**Clock nets**

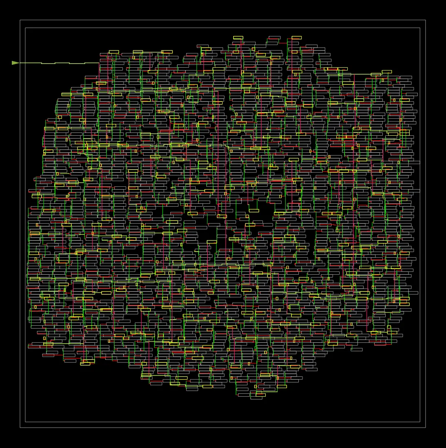
**Wiring by layer**

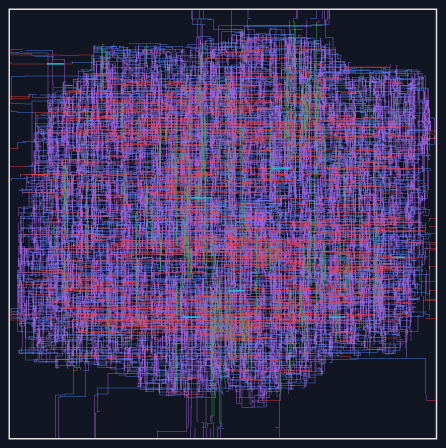
**Logic cells by family**

The bar under the picture is 100 µm long.
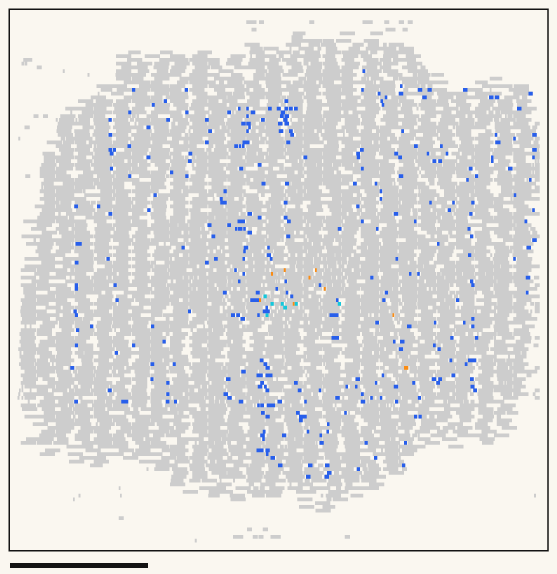
**Pin map**

Pins as bars across the die edge, other pins in grey.
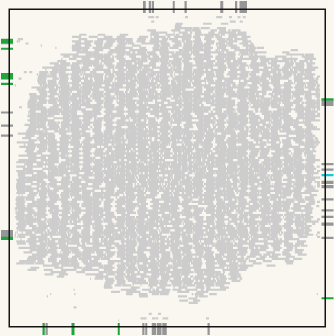
**Where the registers sit**

Other sequential cells in the stronger grey, the rest of the logic in the fainter grey.
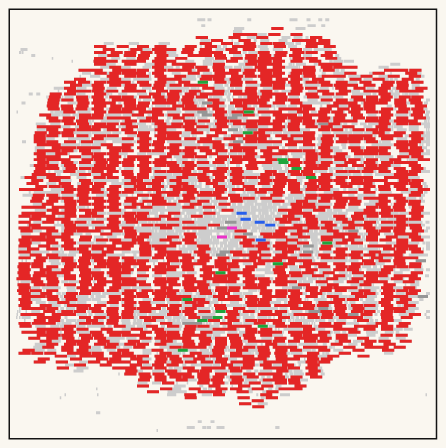
--- src/rtl/fft_out_reorder_if.sv ---
// Sample stream bus around the FFT output reorder buffer: bit-reversed input side and natural-order output side.
// Pure wiring, no latency.
// No backpressure: input may gap freely, output bursts cannot stall. idx_o exists only with FFT_REORDER_IDX_EN.
interface fft_out_reorder_if #(
  parameter int DW   = 16,
  parameter int LOGN = 5
);
  logic                   valid_i;
  logic signed [DW-1:0]   data_in_r;
  logic signed [DW-1:0]   data_in_i;
  logic                   valid_o;
  logic                   sop_o;
  logic signed [DW-1:0]   data_out_r;
  logic signed [DW-1:0]   data_out_i;
`ifdef FFT_REORDER_IDX_EN
  logic [LOGN-1:0]        idx_o;
`endif

  // Upstream/downstream side: drives samples in, observes reordered samples out.
  modport master (
    output valid_i, data_in_r, data_in_i,
`ifdef FFT_REORDER_IDX_EN
    input  idx_o,
`endif
    input  valid_o, sop_o, data_out_r, data_out_i
  );

  // Reorder block side.
  modport slave (
    input  valid_i, data_in_r, data_in_i,
`ifdef FFT_REORDER_IDX_EN
    output idx_o,
`endif
    output valid_o, sop_o, data_out_r, data_out_i
  );
endinterface

--- src/rtl/fft_out_reorder.sv ---
// Ping-pong frame buffer turning bit-reversed FFT bins into natural-order bursts of N; optional idx_o via FFT_REORDER_IDX_EN.
// Latency: bin 0 is on valid_o one cycle after the edge that accepts input sample N-1 (when idle).
// No backpressure: input <=1 sample/cycle always finds a free bank; each output frame is N contiguous valid_o cycles.
module fft_out_reorder #(
  parameter int N    = 32,
  parameter int LOGN = 5,
  parameter int DW   = 16
) (
  input  logic          clk,
  input  logic          rst_n,
  fft_out_reorder_if.slave bus
);

  typedef enum logic {IDLE, READ} state_t;

  state_t          state, state_nxt;
  logic [LOGN-1:0] wr_cnt;
  logic            wr_bank;
  logic [LOGN-1:0] rd_cnt, rd_cnt_nxt;
  logic            rd_bank, rd_bank_nxt;
  logic [1:0]      full, full_nxt, full_set, full_clr;
  logic            wr_last, issue, rd_last;

  logic [2*DW-1:0] mem [2][N];

  function automatic logic [LOGN-1:0] bitrev(input logic [LOGN-1:0] a);
    logic [LOGN-1:0] r;
    for (int k = 0; k < LOGN; k++) r[k] = a[LOGN-1-k];
    return r;
  endfunction

  assign wr_last  = bus.valid_i && (wr_cnt == LOGN'(N-1));
  assign full_set = wr_last ? (2'b01 << wr_bank) : 2'b00;
  assign full_clr = rd_last ? (2'b01 << rd_bank) : 2'b00;
  assign full_nxt = (full | full_set) & ~full_clr;

  // Sample storage: input sample j lands at its natural bin address bitrev(j); no reset needed since full[] gates reads.
  always_ff @(posedge clk) begin
    if (bus.valid_i) mem[wr_bank][bitrev(wr_cnt)] <= {bus.data_in_r, bus.data_in_i};
  end

  // Write pointer and bank-full flags; a completed frame hands its bank to the read side.
  always_ff @(posedge clk or negedge rst_n) begin
    if (!rst_n) begin
      wr_cnt  <= '0;
      wr_bank <= 1'b0;
      full    <= 2'b00;
    end else begin
      full <= full_nxt;
      if (bus.valid_i) begin
        wr_cnt <= wr_cnt + LOGN'(1);
        if (wr_last) wr_bank <= ~wr_bank;
      end
    end
  end

  // Read FSM state register.
  always_ff @(posedge clk or negedge rst_n) begin
    if (!rst_n) begin
      state   <= IDLE;
      rd_cnt  <= '0;
      rd_bank <= 1'b0;
    end else begin
      state   <= state_nxt;
      rd_cnt  <= rd_cnt_nxt;
      rd_bank <= rd_bank_nxt;
    end
  end

  // Read FSM next state: IDLE issues bin 0 the first cycle a bank is full so the burst starts without an extra bubble.
  always_comb begin
    state_nxt   = state;
    rd_cnt_nxt  = rd_cnt;
    rd_bank_nxt = rd_bank;
    issue       = 1'b0;
    rd_last     = 1'b0;
    case (state)
      IDLE:    issue = full[rd_bank];
      READ:    issue = 1'b1;
      default: issue = 1'b0;
    endcase
    if (issue) begin
      rd_cnt_nxt = rd_cnt + LOGN'(1);
      state_nxt  = READ;
      if (rd_cnt == LOGN'(N-1)) begin
        rd_last     = 1'b1;
        rd_bank_nxt = ~rd_bank;
        // Chain straight into the other bank if it is full now or fills on this same edge.
        if (!(full[~rd_bank] || full_set[~rd_bank])) state_nxt = IDLE;
      end
    end
  end

  // Registered outputs; data is forced to zero on non-valid cycles.
  always_ff @(posedge clk or negedge rst_n) begin
    if (!rst_n) begin
      bus.valid_o    <= 1'b0;
      bus.sop_o      <= 1'b0;
      bus.data_out_r <= '0;
      bus.data_out_i <= '0;
    end else if (issue) begin
      bus.valid_o    <= 1'b1;
      bus.sop_o      <= (rd_cnt == '0);
      bus.data_out_r <= mem[rd_bank][rd_cnt][2*DW-1:DW];
      bus.data_out_i <= mem[rd_bank][rd_cnt][DW-1:0];
    end else begin
      bus.valid_o    <= 1'b0;
      bus.sop_o      <= 1'b0;
      bus.data_out_r <= '0;
      bus.data_out_i <= '0;
    end
  end

`ifdef FFT_REORDER_IDX_EN
  // Bin index tracks the data register: the read address when issuing, zero otherwise.
  always_ff @(posedge clk or negedge rst_n) begin
    if (!rst_n)     bus.idx_o <= '0;
    else if (issue) bus.idx_o <= rd_cnt;
    else            bus.idx_o <= '0;
  end
`endif

`ifndef SYNTHESIS
  // A write into a bank still waiting to be replayed would corrupt an unread frame.
  a_no_overwrite: assert property (@(posedge clk) disable iff (!rst_n) !(bus.valid_i && full[wr_bank]));
`endif

endmodule

--- src/flat_wrapper.sv ---
// flat-port wrapper written by rule: the top's interface ports become plain ports
module fft_out_reorder_flat 
#(
  parameter int N    = 32,
  parameter int LOGN = 5,
  parameter int DW   = 16
)
  (clk, rst_n, bus_valid_i, bus_data_in_r, bus_data_in_i, bus_valid_o, bus_sop_o, bus_data_out_r, bus_data_out_i);
  fft_out_reorder_if #(.DW(DW), .LOGN(LOGN)) bus_i ();
  input  logic clk;
  input  logic rst_n;
  input wire logic [$bits(bus_i.valid_i)-1:0] bus_valid_i;
  input wire logic [$bits(bus_i.data_in_r)-1:0] bus_data_in_r;
  input wire logic [$bits(bus_i.data_in_i)-1:0] bus_data_in_i;
  output wire logic [$bits(bus_i.valid_o)-1:0] bus_valid_o;
  output wire logic [$bits(bus_i.sop_o)-1:0] bus_sop_o;
  output wire logic [$bits(bus_i.data_out_r)-1:0] bus_data_out_r;
  output wire logic [$bits(bus_i.data_out_i)-1:0] bus_data_out_i;
  assign bus_i.valid_i = bus_valid_i;
  assign bus_i.data_in_r = bus_data_in_r;
  assign bus_i.data_in_i = bus_data_in_i;
  assign bus_valid_o = bus_i.valid_o;
  assign bus_sop_o = bus_i.sop_o;
  assign bus_data_out_r = bus_i.data_out_r;
  assign bus_data_out_i = bus_i.data_out_i;
  fft_out_reorder #(.N(N), .LOGN(LOGN), .DW(DW)) u_core (.clk(clk), .rst_n(rst_n), .bus(bus_i));
endmodule
--- config.mk ---
export PLATFORM = sky130hd
export DESIGN_NAME = fft_out_reorder_flat
export DESIGN_NICKNAME = d
export VERILOG_FILES = /design/src/rtl/fft_out_reorder_if.sv /design/src/rtl/fft_out_reorder.sv /design/src/flat_wrapper.sv
export SDC_FILE = /design/constraint.sdc
export NUM_CORES = 2
export LEC_CHECK = 0
export CAP_MARGIN = 20
export CORE_AREA = 5 5 384 386
export CTS_CLUSTER_DIAMETER = 150
export DETAILED_ROUTE_END_ITERATION = 6
export DIE_AREA = 0 0 389 391
export HOLD_SLACK_MARGIN = 0.06
export PLACE_DENSITY = 0.82
export RECOVER_POWER = 50
export SKIP_CTS_REPAIR_TIMING = 1
export SYNTH_ARGS = -nofsm -noshare
export SYNTH_HDL_FRONTEND = slang
export SYNTH_SLANG_ARGS = --single-unit
--- constraint.sdc ---
create_clock -name clk -period 3.35 [get_ports clk]
set_clock_uncertainty 0.1 [all_clocks]
set_input_delay 0.5025 -clock clk [delete_from_list [all_inputs] [get_ports clk]]
set_output_delay 0.5025 -clock clk [all_outputs]
set_load 0.02 [all_outputs]
==> run notes <==
This note records the results obtained with Yosys and OpenROAD.

Run status
The final reports fail on capacitance limit, slew limit. The flow ran to the end, but the final reports show violations.

Job
The number of max-cap violations is 32.

Die
The die height is 391 µm. The number of tap cells added at floorplan is approximately 1.9k.

Clocking
CTS reports a maximum clock tree buffer depth of 3. The deepest level of the CTS H-tree is 4. The cell sitting at the root of the clock tree is a sky130_fd_sc_hd__clkbuf_16.

Global routing
The pin count of the biggest net entering global routing is 65.

Yosys
The post-synth tally of flip-flops with integrated enable is between 2k and 2.5k. The portion of netlist area occupied by mux cells is 0.158. In the synthesized netlist, the dominant kind of combinational cell is multiplexers. Of all flip-flops after synthesis, the portion carrying an async set or reset was 0.0234.

The area fraction in compound gates after synthesis is 0.0312. The commonest register cell is sky130_fd_sc_hd__edfxtp_1. The net count after synthesis is around 3.6k. The synthesized netlist has a Yosys-reported chip area of 79800 µm².

Routing
The via count of the routed design is 41.5k. The first detailed-routing pass took 7 iterations. Wire segments on met2 add up to approximately 100 mm in the final route. The routed length on met3 is 30.2 mm.

Setup path
The launch point of the worst register-to-register path is recorded as u_core.rd_cnt[1]$_DFFE_PN0N_. The critical path startpoint category is an input port. The first element of the critical path is bus_data_in_i[5]. The cell depth of the worst flop-to-flop path is 7.

Cells and area
In the layout the commonest cells are sky130_fd_sc_hd__edfxtp_1 (2048), sky130_fd_sc_hd__mux4_2 (431), sky130_fd_sc_hd__mux2i_1 (284), sky130_fd_sc_hd__clkbuf_16 (193), sky130_fd_sc_hd__buf_4 (172). The number of buffers outside the clock class in the layout is ~380. The layout report lists the clock-cell share of area as 0.0672.

The final design instance area without fill is 91500 µm². At the end of the flow, the number of nets in the layout was ~4k. The number of flip-flops under the largest register name is a little over 2k.

Power
The final power report lists total power as approximately 0.065 W. The peak ir drop on the vdd network is between 0.5 and 0.6 mV. The power share of the sequential group is 0.469.

Switching power as a fraction of the total was reported as 0.288. The leakage component of the power was reported as around 30 nW.

Final timing
Pins over their slew limit in the final report were tallied at approximately 1.4k. The summed negative setup slack over all endpoints is 0 ns.
About 'clock nets':
TritonCTS Buffers: 193
clock sink count: 2097
clock network power consumption: 0.0214 W

About 'wiring by layer':
| colour | layer | wire length |
|---|---|---|
| purple | met2 | 103 mm |
| blue | met1 | 71.7 mm |
| red | met3 | 30.2 mm |
| green | met4 | 9630 µm |
| cyan | met5 | 95.7 µm |

About 'logic cells by family':
| colour | family | cells |
|---|---|---|
| blue | inverting AOI/OAI gates | 324 |
| orange | inverters | 9 |
| cyan | AND and OR gates | 7 |
share of cell area taken by multi-input logic gates: 0.181
Top cell excl fill/tap: sky130_fd_sc_hd__edfxtp_1
final std cells w/o fill: 6017

About 'pin map':
| colour | port | pins | direction | edge |
|---|---|---|---|---|
| cyan | bus_valid_o | 1 | output | right |
| green | bus_data_in_r | 16 | input | 10 left, 4 bottom, 2 right |
all pins by edge: 21 left, 20 right, 14 bottom, 14 top

About 'where the registers sit':
| colour | netlist name | placed flops |
|---|---|---|
| red | u_core.mem | 2048 |
| blue | u_core.wr_cnt | 5 |
| magenta | u_core.full | 2 |
| green | u_core.bus.data_out_i | 16 |
not coloured: 26
Final Util: 0.639
Power Sequential: 0.0307 W
FF+latch area: 62700 µm²
fraction of standard cell area that is sequential: 0.686

Power figures rest on the tool's default switching activity, not on a simulated workload.
